run_1/gates.png
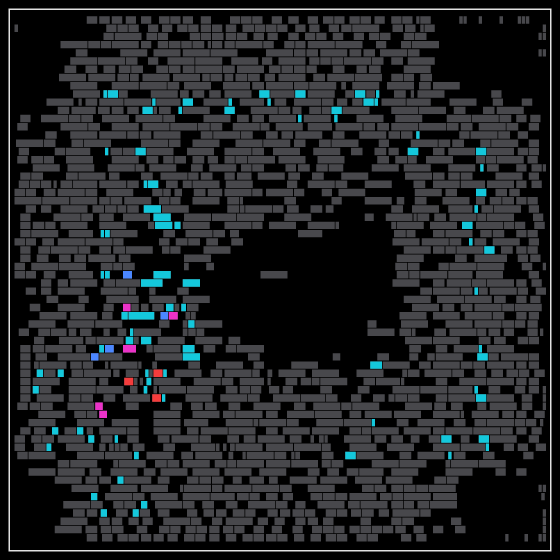
run_1/m2.png
Scale bar: 50 um.
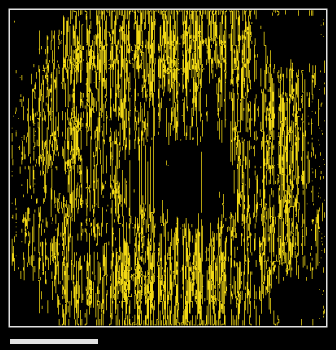
run_1/m3.png
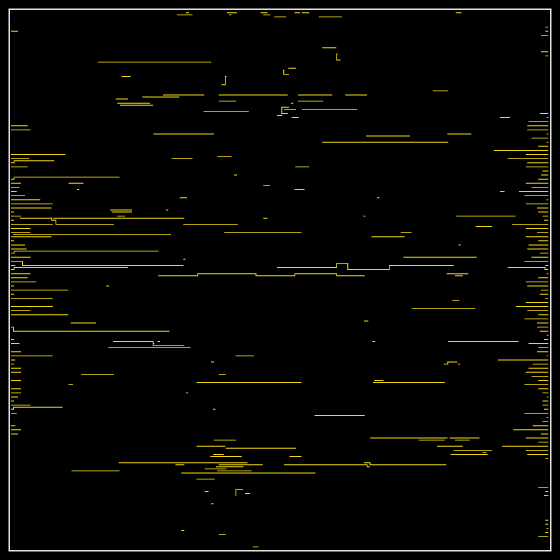
run_1/congestion_map.png
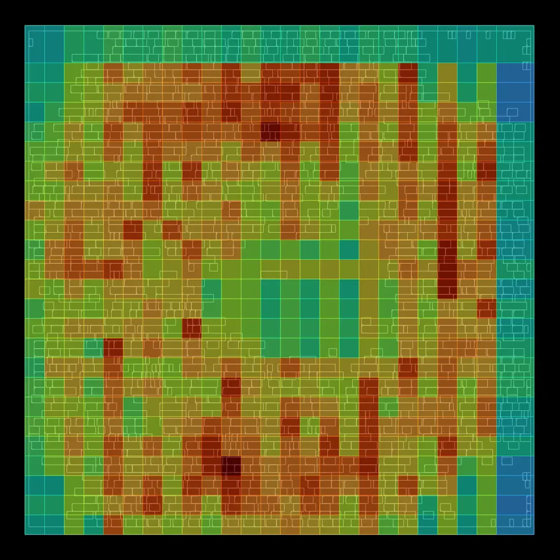
--- src/rtl/apb_pkg.sv ---
// Shared types and constants for the APB register completer.
package apb_pkg;

  typedef enum logic [1:0] {
    IDLE = 2'd0,
    WAIT = 2'd1,
    RESP = 2'd2
  } slv_state_t;

  localparam int ADDR_LSB   = 2;
  localparam int ID_REG_IDX = 0;

  // Word-aligned accesses only; any set byte-offset bit is an error.
  function automatic logic is_misaligned(input logic [1:0] byte_off);
    return (byte_off != 2'b00);
  endfunction

endpackage

--- src/rtl/apb_wait_ctr.sv ---
// 4-bit loadable down-counter pacing the wait states of an APB access phase.
module apb_wait_ctr (
  input  logic       pclk,
  input  logic       preset,
  input  logic       load,
  input  logic [3:0] load_val,
  input  logic       dec,
  output logic       zero_next
);

  logic [3:0] cnt_r;

  // Load on setup, otherwise count down while the access phase is stalled.
  always_ff @(posedge pclk or posedge preset) begin
    if (preset) begin
      cnt_r <= 4'd0;
    end else if (load) begin
      cnt_r <= load_val;
    end else if (dec && (cnt_r != 4'd0)) begin
      cnt_r <= cnt_r - 4'd1;
    end
  end

  assign zero_next = (cnt_r == 4'd1);

endmodule

--- src/rtl/apb_reg_slave.sv ---
// APB completer with a word-addressed register bank, programmable wait states and pslverr.
// Optional build macro APB_SLV_XFER_CNT_EN turns the last register into a read-only transfer counter.
import apb_pkg::*;

module apb_reg_slave #(
  parameter int                ADDR_WIDTH  = 32,
  parameter int                DATA_WIDTH  = 32,
  parameter int                NUM_REGS    = 8,
  parameter int                WAIT_STATES = 1,
  parameter logic [DATA_WIDTH-1:0] ID_VALUE = 32'hA9B0_0001
) (
  input  logic                           pclk,
  input  logic                           preset,
  input  logic                           pselx,
  input  logic                           penable,
  input  logic                           pwrite,
  input  logic [ADDR_WIDTH-1:0]          paddr,
  input  logic [DATA_WIDTH-1:0]          pwdata,
  output logic                           pready,
  output logic                           pslverr,
  output logic [DATA_WIDTH-1:0]          prdata,
  output logic [NUM_REGS*DATA_WIDTH-1:0] regs_o
);

  localparam int                    IDX_W      = $clog2(NUM_REGS);
  localparam int                    WORD_W     = ADDR_WIDTH - ADDR_LSB;
  localparam logic [WORD_W-1:0]     NUM_REGS_W = WORD_W'(NUM_REGS);
  localparam logic [IDX_W-1:0]      LAST_IDX   = IDX_W'(NUM_REGS - 1);
  localparam logic [IDX_W-1:0]      ID_IDX     = IDX_W'(ID_REG_IDX);
  localparam logic [3:0]            WAIT_LOAD  = 4'(WAIT_STATES);
  localparam logic                  HAS_WAIT   = (WAIT_STATES != 0);

  slv_state_t state_r;
  slv_state_t next_state_s;

  logic [ADDR_WIDTH-1:0] addr_r;
  logic                  wr_r;
  logic [DATA_WIDTH-1:0] wdata_r;
  logic                  err_r;

  logic [ADDR_WIDTH-1:0] cur_addr_s;
  logic                  cur_wr_s;
  logic [WORD_W-1:0]     word_s;
  logic [IDX_W-1:0]      idx_s;
  logic                  wr_cnt_s;
  logic                  err_s;
  logic [DATA_WIDTH-1:0] rd_val_s;

  logic                  ld_s;
  logic                  dec_s;
  logic                  resp_s;
  logic                  zero_next_s;
  logic                  commit_s;

  logic                  nx_pready_s;
  logic                  nx_pslverr_s;
  logic [DATA_WIDTH-1:0] nx_prdata_s;
  logic                  pready_r;
  logic                  pslverr_r;
  logic [DATA_WIDTH-1:0] prdata_r;

  logic [DATA_WIDTH-1:0] regs_r [NUM_REGS];

`ifdef APB_SLV_XFER_CNT_EN
  logic [DATA_WIDTH-1:0] xfer_cnt_r;
`endif

  apb_wait_ctr u_wait_ctr (
    .pclk      (pclk),
    .preset    (preset),
    .load      (ld_s),
    .load_val  (WAIT_LOAD),
    .dec       (dec_s),
    .zero_next (zero_next_s)
  );

  // Decode straight from the bus during setup so a zero-wait access can respond next cycle.
  always_comb begin
    if (state_r == IDLE) begin
      cur_addr_s = paddr;
      cur_wr_s   = pwrite;
    end else begin
      cur_addr_s = addr_r;
      cur_wr_s   = wr_r;
    end
    word_s = cur_addr_s[ADDR_WIDTH-1:ADDR_LSB];
    idx_s  = cur_addr_s[ADDR_LSB +: IDX_W];
  end

`ifdef APB_SLV_XFER_CNT_EN
  assign wr_cnt_s = cur_wr_s && (idx_s == LAST_IDX);
`else
  assign wr_cnt_s = 1'b0;
`endif

  assign err_s = is_misaligned(cur_addr_s[1:0]) || (word_s >= NUM_REGS_W) ||
                 (cur_wr_s && (idx_s == ID_IDX)) || wr_cnt_s;

  // Read mux over the ID constant, the optional counter and the storage registers.
  always_comb begin
    if (idx_s == ID_IDX) begin
      rd_val_s = ID_VALUE;
`ifdef APB_SLV_XFER_CNT_EN
    end else if (idx_s == LAST_IDX) begin
      rd_val_s = xfer_cnt_r;
`endif
    end else begin
      rd_val_s = regs_r[idx_s];
    end
  end

  // State register.
  always_ff @(posedge pclk or posedge preset) begin
    if (preset) begin
      state_r <= IDLE;
    end else begin
      state_r <= next_state_s;
    end
  end

  // Next-state logic and the values the output registers take on the following edge.
  always_comb begin
    next_state_s = state_r;
    ld_s         = 1'b0;
    dec_s        = 1'b0;
    resp_s       = 1'b0;
    case (state_r)
      IDLE: begin
        if (pselx && !penable) begin
          ld_s = 1'b1;
          if (HAS_WAIT) begin
            next_state_s = WAIT;
          end else begin
            next_state_s = RESP;
            resp_s       = 1'b1;
          end
        end else begin
          next_state_s = IDLE;
        end
      end
      WAIT: begin
        dec_s = 1'b1;
        if (!pselx) begin
          next_state_s = IDLE;
        end else if (zero_next_s) begin
          next_state_s = RESP;
          resp_s       = 1'b1;
        end else begin
          next_state_s = WAIT;
        end
      end
      RESP: begin
        next_state_s = IDLE;
      end
      default: begin
        next_state_s = IDLE;
      end
    endcase

    nx_pready_s  = resp_s;
    nx_pslverr_s = resp_s && err_s;
    if (resp_s && !err_s && !cur_wr_s) begin
      nx_prdata_s = rd_val_s;
    end else begin
      nx_prdata_s = '0;
    end
  end

  // Capture the transfer at setup; the error flag is frozen with it.
  always_ff @(posedge pclk or posedge preset) begin
    if (preset) begin
      addr_r  <= '0;
      wr_r    <= 1'b0;
      wdata_r <= '0;
      err_r   <= 1'b0;
    end else if (ld_s) begin
      addr_r  <= paddr;
      wr_r    <= pwrite;
      wdata_r <= pwdata;
      err_r   <= err_s;
    end
  end

  // Registered APB response outputs.
  always_ff @(posedge pclk or posedge preset) begin
    if (preset) begin
      pready_r  <= 1'b0;
      pslverr_r <= 1'b0;
      prdata_r  <= '0;
    end else begin
      pready_r  <= nx_pready_s;
      pslverr_r <= nx_pslverr_s;
      prdata_r  <= nx_prdata_s;
    end
  end

  assign pready  = pready_r;
  assign pslverr = pslverr_r;
  assign prdata  = prdata_r;

  // A transfer only takes effect if the master is still selecting us at the RESP edge.
  assign commit_s = (state_r == RESP) && pselx && !err_r;

  // Register bank write port.
  always_ff @(posedge pclk or posedge preset) begin
    if (preset) begin
      for (int i = 0; i < NUM_REGS; i++) begin
        regs_r[i] <= '0;
      end
    end else if (commit_s && wr_r) begin
      regs_r[idx_s] <= wdata_r;
    end
  end

`ifdef APB_SLV_XFER_CNT_EN
  // Completed-transfer counter, wraps naturally.
  always_ff @(posedge pclk or posedge preset) begin
    if (preset) begin
      xfer_cnt_r <= '0;
    end else if (commit_s) begin
      xfer_cnt_r <= xfer_cnt_r + DATA_WIDTH'(1);
    end
  end
`endif

  // Flat register image for the peripheral core.
  always_comb begin
    for (int i = 0; i < NUM_REGS; i++) begin
      if (i == ID_REG_IDX) begin
        regs_o[i*DATA_WIDTH +: DATA_WIDTH] = ID_VALUE;
`ifdef APB_SLV_XFER_CNT_EN
      end else if (i == NUM_REGS - 1) begin
        regs_o[i*DATA_WIDTH +: DATA_WIDTH] = xfer_cnt_r;
`endif
      end else begin
        regs_o[i*DATA_WIDTH +: DATA_WIDTH] = regs_r[i];
      end
    end
  end

endmodule

--- config.mk ---
export PLATFORM = sky130hd
export DESIGN_NAME = apb_reg_slave
export DESIGN_NICKNAME = d
export VERILOG_FILES = /design/src/rtl/apb_pkg.sv /design/src/rtl/apb_wait_ctr.sv /design/src/rtl/apb_reg_slave.sv
export SDC_FILE = /design/constraint.sdc
export NUM_CORES = 1
export LEC_CHECK = 0
export CAP_MARGIN = 20
export CORE_MARGIN = 1
export CORE_UTILIZATION = 52
export DETAILED_ROUTE_END_ITERATION = 12
export PLACE_DENSITY = 0.82
export SLEW_MARGIN = 20
export SYNTH_ARGS = -nofsm -noshare
export SYNTH_HDL_FRONTEND = slang
export SYNTH_SLANG_ARGS = --single-unit
--- constraint.sdc ---
create_clock -name pclk -period 29.6 [get_ports pclk]
set_input_delay 5.92 -clock pclk [delete_from_list [all_inputs] [get_ports pclk]]
set_output_delay 5.92 -clock pclk [all_outputs]
set_load 0.02 [all_outputs]
==> metrics.sh, run 1 <==
WORST-PATH-MAX-FANOUT=42
DESIGN_AREA_UM2=19220
CRITICAL_PATH_REQUIRED_PS=29990
CRIT_PATH_LEADING_DELAY_FAMILY='buffers and inverters'
CTS_TREE='done'
MAPPEDNETLISTAREA_UM2=16240
HOLD_CLASS='reg -> reg'
WORST_PATH_SLOWEST_CELL='buf_4'
DIE_HEIGHT_UM=178.7
TIMING.FINAL.MAX_SLEW_VIOLATIONS=0
MAX_FREQ_MHz=115.8
DRC=0
SIMPLE_GATE_SHARE=0.04899
SYNTHCELLS=1181
WORST_SETUP_SP_TYPE='input pin'
ROUTABILITYCONGESTION=0.7798
SETUP_SLACK_PS=20960
TOTAL_GRT_USAGE=0.2481
H-TREE-DEPTH=2
SETUP_TOTAL_NEGATIVE_SLACK_PS=0
YOSYS-MUX-AREA-FRACTION=0.2719
YOSYS-TOP-CELLS-AREA='dfrtp_1, mux2_2, buf_4'
OUTCOME='finished, final reports clean'
TIMING.CRITICAL_PATH.MODE_CELL='buf_4'
SYNTH-EDFF-COUNT=0
GRT_ANTENNA_BEFORE_REPAIR=0
WORSTPATHCELLLIST='clkdlybuf4s50_1 -> mux2i_4 -> buf_4 -> nand2_2 -> nor3_4 -> buf_4 -> mux2_2'
SYNTH_XOR_XNOR_AREA_SHARE=0.001618
AREA_GROWTH_SYN_TO_LAYOUT_PCT=18.35
CLOCK-ROOT-BUFFER='clkbuf_16'
CTS.REPAIR.RESIZED=0
ROWS=64
POWER_PER_CELL_AREA_nW_PER_UM2=60.07
POST_DP_CELL_AREA_UM2=18010
NETLIST.TOP_CELL.BY_AREA='dfrtp_1'
POST_CTS_HOLD_BUFFER_COUNT=0
GRT_SETUP_UNREPAIRED='false'
I_O_BUFFERS=326
CLOCK_INSERTION_DELAY_WORST_SKEW_PS=510
DESIGN.DIE.AREA_UM2=31950
AVGSYNTHCELLAREA_UM2=13.75
POST_CTS_BUFFERS=0
CTS_INSERTED_BUFFERS=36
TIMING.SETUP.CRITICAL_PATH_CLASS='in -> reg'
POST_SYNTH_NUM_CELL_TYPES=49
LOGIC_FAMILY='multiplexers'
SYNTH_TOP_CELL_BY_COUNT='dfrtp_1'
CLK_PATH_BUF_DEPTH=3
GLOBALROUTE.TOTALOVERFLOW=0
FIRST_GLOBAL_VIAS=9907
VIAS_PER_INST=5.622
SYNTHARSTFLOPSHARE=1.000
FIRST_PASS_ITERS=5
FINALCLOCKPERIODUSAGE=0.2917
Back to the opening pictures, gates.png:
[blue] non-inverting ao/oa cells | cells: 4 | where: west
[magenta] and/or cells | cells: 5
[cyan] nor cells | cells: 84 | where: spread over the die
[red] xor and xnor cells | cells: 3

Back to the opening pictures, m2.png:
main direction: vertical
share of all routed wire: 50%
longest straight run: 94.2 um
nets with wire on the layer: 1268

Back to the opening pictures, m3.png:
longest straight run: 53.1 um
share of all routed wire: 5.9%
main direction: horizontal
total routed wirelength: 39380 um
fraction of met3 tracks used by global routing: 0.04644
DR vias: 9575

Back to the opening pictures, congestion_map.png:
Layout Utilization: 0.6268
met1 Use GR: 0.3235
routed length per placed instance: 23.12 um
met2 global-route usage: 0.4157

[run 1: flip-flops by register name (all words and copies together), names as in the netlist]
register,cells
state_r,2
pready,1
wdata_r,32
regs_r,1
u_wait_ctr.cnt_r,4
regs_o,224
err_r,1
pslverr,1
wr_r,1
prdata,32
addr_r,32
[run 1: cells in the final DEF (no fill, tap or decap), drive strengths merged, types with 2 or more instances in the layout]
master         Yosys  final
a21oi             12     12
a221oi            23     23
buf              300     15
bufinv             0      3
clkbuf            10     54
clkdlybuf4s50      0    326
clkinv             0      4
conb               2     32
dfrtp            331    331
ha                 2      2
inv                3      6
mux2             323    323
mux2i              3      3
mux4              32     32
nand2             17     17
nand2b             3      3
nand3              3      3
nand4              3      3
nor2              35     35
nor3              34     34
nor3b              2      2
nor4              11     11
o21a               2      2
o21ai              5      5
o221ai             8      8
or4                3      3
xor2               2      2
[run 1: layout make-up]
cell class	count	area, um^2
Clock inverter	11	146.4
Tap cell	396	495.5
Multi-Input combinational cell	567	5841
Timing Repair Buffer	341	3379
Fill cell	2285	11450
Sequential cell	331	8283
Clock buffer	54	1060
Inverter	3	18.77
[run 1: metrics by stage]
step / hold WS, ps / power [W] / util
2_1_floorplan: 471.6 / 0.0006497 / -
3_3_place_gp: 484.4 / 0.0007007 / 0.5873
3_5_place_dp: 487.7 / 0.0007082 / 0.5873
4_1_cts: 501.4 / 0.001164 / 0.6267
5_1_grt: 516.5 / 0.001200 / 0.6268
6_report: 499.6 / 0.001155 / 0.6268
[run 1: layer usage]
layer  GRT usage  wire length [um]
met3     0.04644              2317
met5           0                 0
met4     0.08545              1144
met2      0.4157             19830
met1      0.3235             16090
[run 1: path summary, 6_finish.rpt]
check                      startpoint          end  slack, ps  cells after the start
setup / recovery             paddr[2]  regs_o[149]      20960                      7
hold / removal             addr_r[22]   addr_r[22]        500                      1
setup reg to reg           state_r[0]  regs_o[149]      25840                      7
hold reg to reg            addr_r[22]   addr_r[22]        500                      1
max in group asynchronous      preset  regs_o[128]      21480                      4
min in group asynchronous      preset   addr_r[17]       5940                      2
[run 1: worst reg2reg max path: cells and delay by family (launching register included)]
kind | cells | cell delay, ps
DFF | 1 | 570
and+or+nand+nor | 3 | 1280
buffers and inverters | 2 | 1150
muxes | 2 | 640
[run 1: power by group]
group | switching [W] | internal [W] | total [W]
logic | 0.0000986 | 0.0000709 | 0.000169
clock network | 0.000178 | 0.000275 | 0.000454
registers | 0.0000458 | 0.000486 | 0.000532
[run 1: cells by family (layout without fill, tap and decap cells)]
family / after synthesis / in the layout
AOI/OAI and AO/OA: 55 / 55
xor gates and xnor gates: 3 / 3
adders and majority gates: 2 / 2
buffers and inverters: 313 / 409
DFF: 331 / 331
muxes: 358 / 358
other: 2 / 32
and+or+nand+nor: 117 / 117
--- run 2 (diff from run 1) ---
--- a/config.mk
+++ b/config.mk
@@ -7,9 +7,9 @@
 export LEC_CHECK = 0
 export CAP_MARGIN = 20
 export CORE_MARGIN = 1
-export CORE_UTILIZATION = 52
+export CORE_UTILIZATION = 46
 export DETAILED_ROUTE_END_ITERATION = 12
-export PLACE_DENSITY = 0.82
+export PLACE_DENSITY = 0.77
 export SLEW_MARGIN = 20
 export SYNTH_ARGS = -nofsm -noshare
 export SYNTH_HDL_FRONTEND = slang
==> constraint.sdc (replaced) <==
create_clock -name pclk -period 7.2 [get_ports pclk]
set_input_delay 1.44 -clock pclk [delete_from_list [all_inputs] [get_ports pclk]]
set_output_delay 1.44 -clock pclk [all_outputs]
set_load 0.02 [all_outputs]
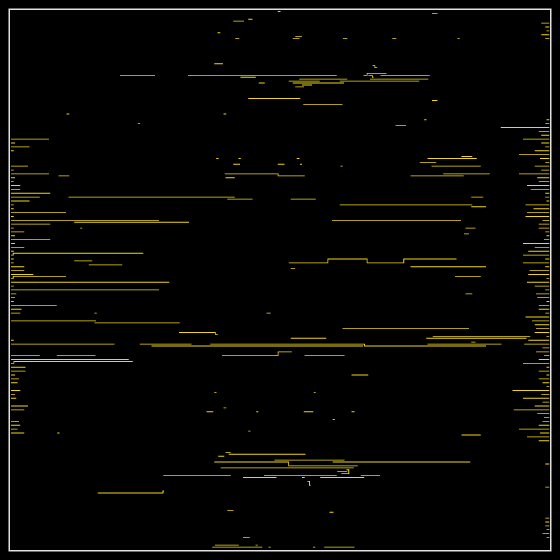
run_2/m3.png
share of all routed wire: 6.3%
main direction: horizontal
wire length on this layer: 2540 um
longest straight run: 74.1 um
nets with wire on the layer: 219

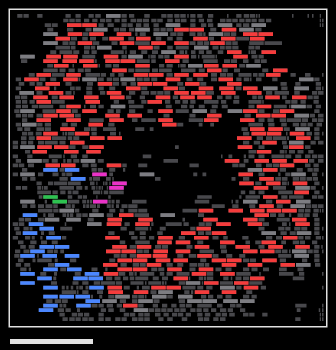
run_2/ff_map.png
Scale bar: 50 um.
[red] `regs_o` | sequential cells: 224 | where: spread over the die
[magenta] `u_wait_ctr.cnt_r` | sequential cells: 4
[green] `state_r` | sequential cells: 2
[blue] `addr_r` | sequential cells: 32 | where: south-west
not coloured: 69
FF+latch area: 8283 um^2
Layout Utilization: 0.5588
sequential cell area share: 0.4281
Flop+latch power: 0.00219 W

==> run 2 against run 1 <==
  * Sequential share of layout area shrank 0.28 points
  * Die size grew 13%
  * Sequential cell count is the same
  * Worst hold slack gained 3.9 ps
  * Largest cell class unchanged
  * Synthesized cell count is the same
  * Non-clock buffer count grew 1
  * Global-route usage shrank 2.3 points
  * Core utilization shrank 6.8 points
  * Design area grew 0.65%
  * Total power grew to 4.1 times the previous value
  * Area after synthesis is the same
==> metrics.sh, run 2 <==
WORSTSETUPENDPOINT='regs_o[96]'
LOGIC_FAMILY='multiplexers'
WORST-PATH-MAX-FANOUT=60  # +43%
DRC=0  # unchanged
P_TOTAL_W=0.004720  # +310%
DESIGN.DIE.AREA_UM2=36070  # +13%
CLOCK-ROOT-BUFFER='clkbuf_16'
CP-STARTPOINT='paddr[4]'
FINAL_LAYOUT_TOP_LOGIC_CELLS='dfrtp_1, clkdlybuf4s50_1, mux2_2, mux2_1, clkbuf_16'
WORST_CLOCK_SKEW_PS=14.03
SYNTH_TOP_CELL_BY_COUNT='dfrtp_1'
SYNTHCELLS=1181  # unchanged
YOSYS-TOP-CELLS-AREA='dfrtp_1, mux2_2, buf_4'
SWSHARE=0.2809  # +0.001394
VIAS_PER_INST=5.377  # -4.4%
CLOCK_INSERTION_DELAY_WORST_SKEW_PS=510  # about the same
FIRST_GLOBAL_VIAS=9923  # +0.16%
MIN_PATH_CELLS=1  # unchanged
LARGEST_REGISTER_FF_COUNT=224  # unchanged
ROUTE.FINAL.WIRE_LENGTH_UM=40250  # +2.2%
COMBINATIONALPOWERSHARE=0.147  # about the same
CRITICAL_PATH_REQUIRED_PS=7590  # -22400 ps
WORSTPATHCELLLIST='clkdlybuf4s50_1 -> or3b_1 -> nand2_4 -> nor3_4 -> buf_4 -> mux2_2'
DIE_W_UM=189.9
GRT_ANTENNA_BEFORE_REPAIR=0  # unchanged
DP_HPWL_UM=26580
OUTCOME='finished, final reports clean'
NUMBER_OF_LOGGED_TOOL_WARNINGS=31
SYNTH-EDFF-COUNT=0  # unchanged
SYNTHARSTFLOPSHARE=1.000  # unchanged
CRITICAL_PATH.REG2REG.ENDPOINT='regs_o[96]'
DESIGN_AREA_UM2=19350  # +0.65%
GRTUSAGEMET2=0.3581  # -0.05761
H-TREE-DEPTH=2  # unchanged
POST_CTS_BUFFERS=0  # unchanged
POWER_PER_CELL_AREA_nW_PER_UM2=243.9  # +310%
ROUTABILITYCONGESTION=0.8108  # +4.0%
AVGSYNTHCELLAREA_UM2=13.75  # unchanged
YOSYS-MUX-AREA-FRACTION=0.2719  # unchanged
CTS.REPAIR.RESIZED=0  # unchanged
CTS_TREE='done'
SIMPLE_GATE_SHARE=0.04899  # unchanged
GRT_SETUP_UNREPAIRED='false'
CTS_INSERTED_BUFFERS=37  # +2.8%
MAX_FREQ_MHz=233.2
CLK_PWR_SHARE=0.389  # -0.004
NET-SWITCHING-POWER_W=0.001326  # +310%
LOGIC_AREA_UM2=5841  # unchanged
R2R.WORST_PATH.CELLS=5  # -2
WORST_PATH_SLOWEST_CELL='nor3_4'
DIE_HEIGHT_UM=189.9  # +6.2%
SETUP_TOTAL_NEGATIVE_SLACK_PS=0  # unchanged
LAYOUT.CELLS.MOST_COMMON='dfrtp_1'
FINALCLOCKPERIODUSAGE=0.5956
CLK_PATH_BUF_DEPTH=3  # unchanged
SEQ_POWER_SHARE=0.464  # +0.004
WORST_REG2REG_PATH_STARTPOINT='state_r[0]'
NUM_ANTENNA_CELLS=0
CELL_INTERNAL_PWR_W=0.003394  # +310%
DR_VIAS=9475  # -1.0%
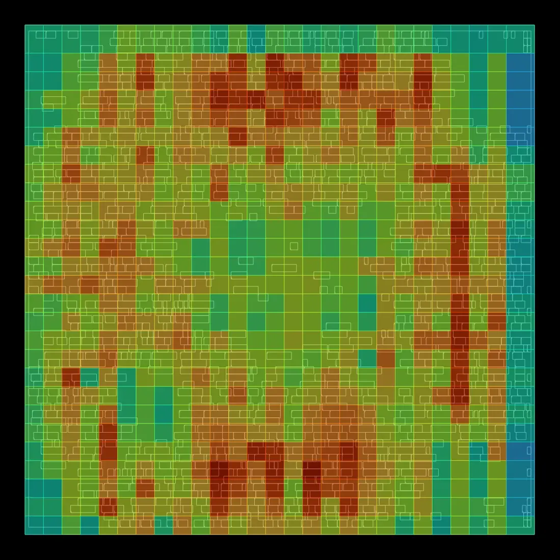
run_2/congestion_map.png
busiest layer in global routing: met2
fraction of met3 tracks used by global routing: 0.04021
routed length per placed instance: 22.84 um
met1 Use GR: 0.3089
Total GRT Usage: 0.2251

==> run 2: logic make-up (layout without fill, tap and decap cells) <==
family,after synthesis,in the layout
DFF,331,331
adders and majority gates,2,2
and+or+nand+nor,117,117
muxes,358,358
other,2,32
xor gates and xnor gates,3,3
buffers and inverters,313,409
AOI/OAI and AO/OA,55,55
==> run 2: area by class of cell <==
class,instances,area share
flip-flops and latches,331,0.4281
multi-input cells,567,0.3019
repair buffers,342,0.1776
clock buffers,48,0.05632
well taps,455,0.02942
clock inverters,16,0.005949
inverters,3,0.0007760
==> run 2: critical path: cells and delay by family <==
kind	cells	cell delay (ps)
buffers and inverters	2	890
multiplexers	1	370
AND/OR/NAND/NOR	3	1950
==> run 2: power groups by stage <==
stage               clock network (W)  registers, W  logic (W)
floorplan                           0       0.00214   0.000530
global placement                    0       0.00220   0.000687
detailed placement                  0       0.00221   0.000700
CTS                           0.00188       0.00218   0.000702
global route                  0.00196       0.00221   0.000753
finish                        0.00184       0.00219   0.000694
==> run 2: metal layers <==
layer / wire length [um] / up-vias
li1: - / 4124
met1: 17120 / 4920
met2: 19310 / 355
met3: 2538 / 76
met4: 1280 / 0
met5: 0 / -
==> run 2: stage by stage <==
| stage | hold slack, ps | setup slack [ps] | std cells | utilization |
|---|---|---|---|---|
| floorplan | 471.6 | 1339 | 1211 | - |
| global placement | 482.6 | 2481 | 1696 | 0.5227 |
| detailed placement | 487.7 | 2406 | 1696 | 0.5227 |
| CTS | 501.6 | 2924 | 1760 | 0.5575 |
| global route | 523.5 | 2782 | 1762 | 0.5588 |
| finish | 503.4 | 2912 | 1762 | 0.5588 |
==> run 2: how the worst min path moves through the flow <==
stage                     from         end  slack [ps]
finish              addr_r[24]  addr_r[24]         500
floorplan           addr_r[22]  addr_r[22]         470
detailed placement  addr_r[22]  addr_r[22]         490
global placement    addr_r[22]  addr_r[22]         480
global route        addr_r[17]  addr_r[17]         520
CTS                 addr_r[22]  addr_r[22]         500
--- run 3 (diff from run 2) ---
==> constraint.sdc (replaced) <==
create_clock -name pclk -period 3.9 [get_ports pclk]
set_input_delay 0.78 -clock pclk [delete_from_list [all_inputs] [get_ports pclk]]
set_output_delay 0.78 -clock pclk [all_outputs]
set_load 0.02 [all_outputs]
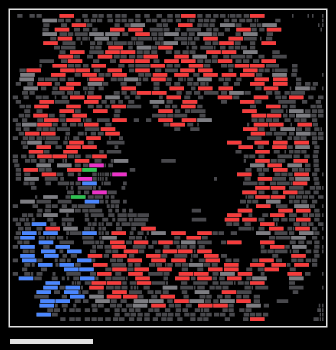
run_3/ff_map.png
Scale bar: 50 um.
[red] `regs_o` | sequential cells: 224 | where: spread over the die
[blue] `addr_r` | sequential cells: 32 | where: south-west
[magenta] `u_wait_ctr.cnt_r` | sequential cells: 4 | where: west
[green] `state_r` | sequential cells: 2

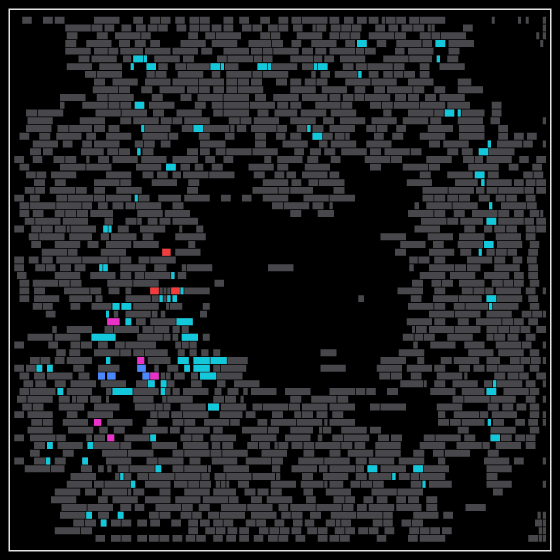
run_3/gates.png
[blue] non-inverting ao/oa cells | cells: 4
[cyan] nor cells | cells: 84 | where: spread over the die
[red] xor and xnor cells | cells: 3
[magenta] and/or cells | cells: 5
most common cell after layout, fill and taps aside: dfrtp_1
combinational share of cell area: 0.2991
tally of non-filler cells in the final layout: 1780

==> run 3 against run 2 <==
  * Routed wire length rose by 2.7%
  * Worst hold slack hardly changed
  * Register-to-register slack worse by 2700 ps
  * Core utilization rose by 0.51 points
  * Sequential share of layout area fell by 0.39 points
  * Highest routed layer unchanged
  * Non-clock buffer count is 17 higher
  * Die size is the same
  * Count of clock-buffer cells in the layout rose by 3
  * Clock power increased by about 90%
  * Synthesized cell count is the same
  * Critical path type is now reg -> reg
  * Clock skew down 4.4 ps
  * Total power is 88% higher
  * Critical endpoint is now regs_o[74]
==> metrics.sh, run 3 <==
CELL_INTERNAL_PWR_W=0.006355  # +87%
POWER_PER_CELL_AREA_nW_PER_UM2=453.5  # +86%
WORSTSETUPENDPOINT='regs_o[74]'
CP-STARTPOINT='state_r[0]'
DIE_W_UM=189.9  # unchanged
ROUTABILITYCONGESTION=0.7803  # -3.8%
R2R.WORST_PATH.CELLS=6  # +1
VIAS_PER_INST=5.403  # +0.48%
SWSHARE=0.2824  # +0.001497
CRITICAL_PATH.REG2REG.ENDPOINT='regs_o[74]'
SYNTH_TOP_CELL_BY_COUNT='dfrtp_1'
DP_HPWL_UM=27540  # +3.6%
PLACED_CELLS_INCL_TAPS=1715  # +1.1%
CLOCK-ROOT-BUFFER='clkbuf_16'
NET-SWITCHING-POWER_W=0.002501  # +89%
WORST_REG2REG_PATH_STARTPOINT='state_r[0]'
GRT_ANTENNA_BEFORE_REPAIR=0  # unchanged
AVGSYNTHCELLAREA_UM2=13.75  # unchanged
FINAL_LAYOUT_TOP_LOGIC_CELLS='dfrtp_1, clkdlybuf4s50_1, mux2_2, mux2_1, clkbuf_16'
WORST_CLOCK_SKEW_PS=9.677  # -4.354 ps
POST_CTS_BUFFERS=0  # unchanged
CLK_PWR_SHARE=0.394  # +0.005
SETUP_TOTAL_NEGATIVE_SLACK_PS=0  # unchanged
TOTAL_GRT_USAGE=0.2325  # +0.007411
GRT_SETUP_UNREPAIRED='false'
NUMBER_OF_LOGGED_TOOL_WARNINGS=28  # -9.7%
CRITICAL_PATH_REQUIRED_PS=4300  # -3290 ps
FINALCLOCKPERIODUSAGE=0.7599
FIRST_GLOBAL_VIAS=10270  # +3.5%
DRC=0  # unchanged
CTS_TREE='done'
MIN-DELAY-START='addr_r[15]'
DIE_HEIGHT_UM=189.9  # unchanged
CLK_PATH_BUF_DEPTH=3  # unchanged
COMBINATIONALPOWERSHARE=0.152  # +0.005
H-TREE-DEPTH=2  # unchanged
SEQ_POWER_SHARE=0.454  # -0.010
OUTCOME='finished, final reports clean'
WORST-PATH-MAX-FANOUT=18  # -70%
SYNTH-EDFF-COUNT=0  # unchanged
MAX_FREQ_MHz=337.4
SYNTHCELLS=1181  # unchanged
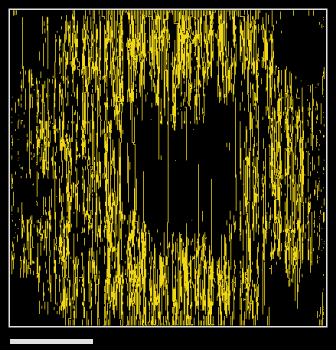
run_3/m2.png
Scale bar: 50 um.
longest straight run: 102 um
main direction: vertical
met2 global-route usage: 0.3881
total routed wirelength: 41350 um
DR vias: 9618

[run 3: cell counts after synthesis]
No cell type changed its count.
[run 3: how the worst min path moves through the flow]
stage	to	slack, ps	cells after the start
final	addr_r[15]	500	1
after detailed placement	addr_r[15]	490	1
after floorplan	addr_r[22]	470	1
after global placement	addr_r[22]	480	1
after global routing	addr_r[15]	520	1
after CTS	addr_r[15]	500	1
[run 3: worst max-delay path, stage by stage (launching register included)]
cell and delay, ps:
dfrtp_1 570, nor2_8 330, mux2i_4 290, nand2_2 100
nor3_4 720, buf_4 450, mux2_2 380
[run 3: layer usage]
metal	vias to the layer above	share of wire	routed length, um	global-route usage
met5	-	0	0	0
met4	0	0.021	885	0.06793
met3	68	0.062	2554	0.04446
met2	351	0.50	20660	0.3881
met1	5045	0.42	17250	0.3076
li1	4154	-	-	-
[run 3: kinds of logic after synthesis]
logic type               synth area share
multiplexers                       0.2719
flip-flops                         0.5099
buffers and inverters              0.1400
AND/OR/NAND/NOR                   0.04899
AND-OR/OR-AND                     0.02557
XOR/XNOR                         0.001618
adder cells (fa/ha/maj)          0.001540
other                           0.0004624
[run 3: layout make-up]
| class | instances | area, um^2 | share of cell area |
|---|---|---|---|
| clock buffers | 51 | 1059 | 0.05421 |
| clock inverters | 14 | 173.9 | 0.008907 |
| inverters | 3 | 15.01 | 0.0007689 |
| multi-input cells | 567 | 5841 | 0.2991 |
| flip-flops and latches | 331 | 8283 | 0.4242 |
| well taps | 455 | 569.3 | 0.02916 |
| repair buffers | 359 | 3586 | 0.1836 |
[run 3: through the flow]
step	worst slack, ps	util	power (W)	instance area [um^2]	hold slack (ps)
6_report	936.4	0.5639	0.008856	19530	503.4
5_1_grt	716.5	0.5639	0.009250	19530	515.2
4_1_cts	860.9	0.5639	0.008936	19530	505.0
3_5_place_dp	381.0	0.5283	0.005427	18290	491.7
3_3_place_gp	449.9	0.5283	0.005376	18290	483.8
2_1_floorplan	-1301	-	0.004932	16360	471.6
[run 3: power by group through the flow]
| stage | sequential [W] | clock, W | combinational (W) |
|---|---|---|---|
| after floorplan | 0.00395 | 0 | 0.000978 |
| after global placement | 0.00406 | 0 | 0.00132 |
| after detailed placement | 0.00408 | 0 | 0.00135 |
| after CTS | 0.00401 | 0.00356 | 0.00136 |
| after global routing | 0.00407 | 0.00373 | 0.00145 |
| final | 0.00402 | 0.00349 | 0.00134 |
Power and IR drop assume default switching activity.
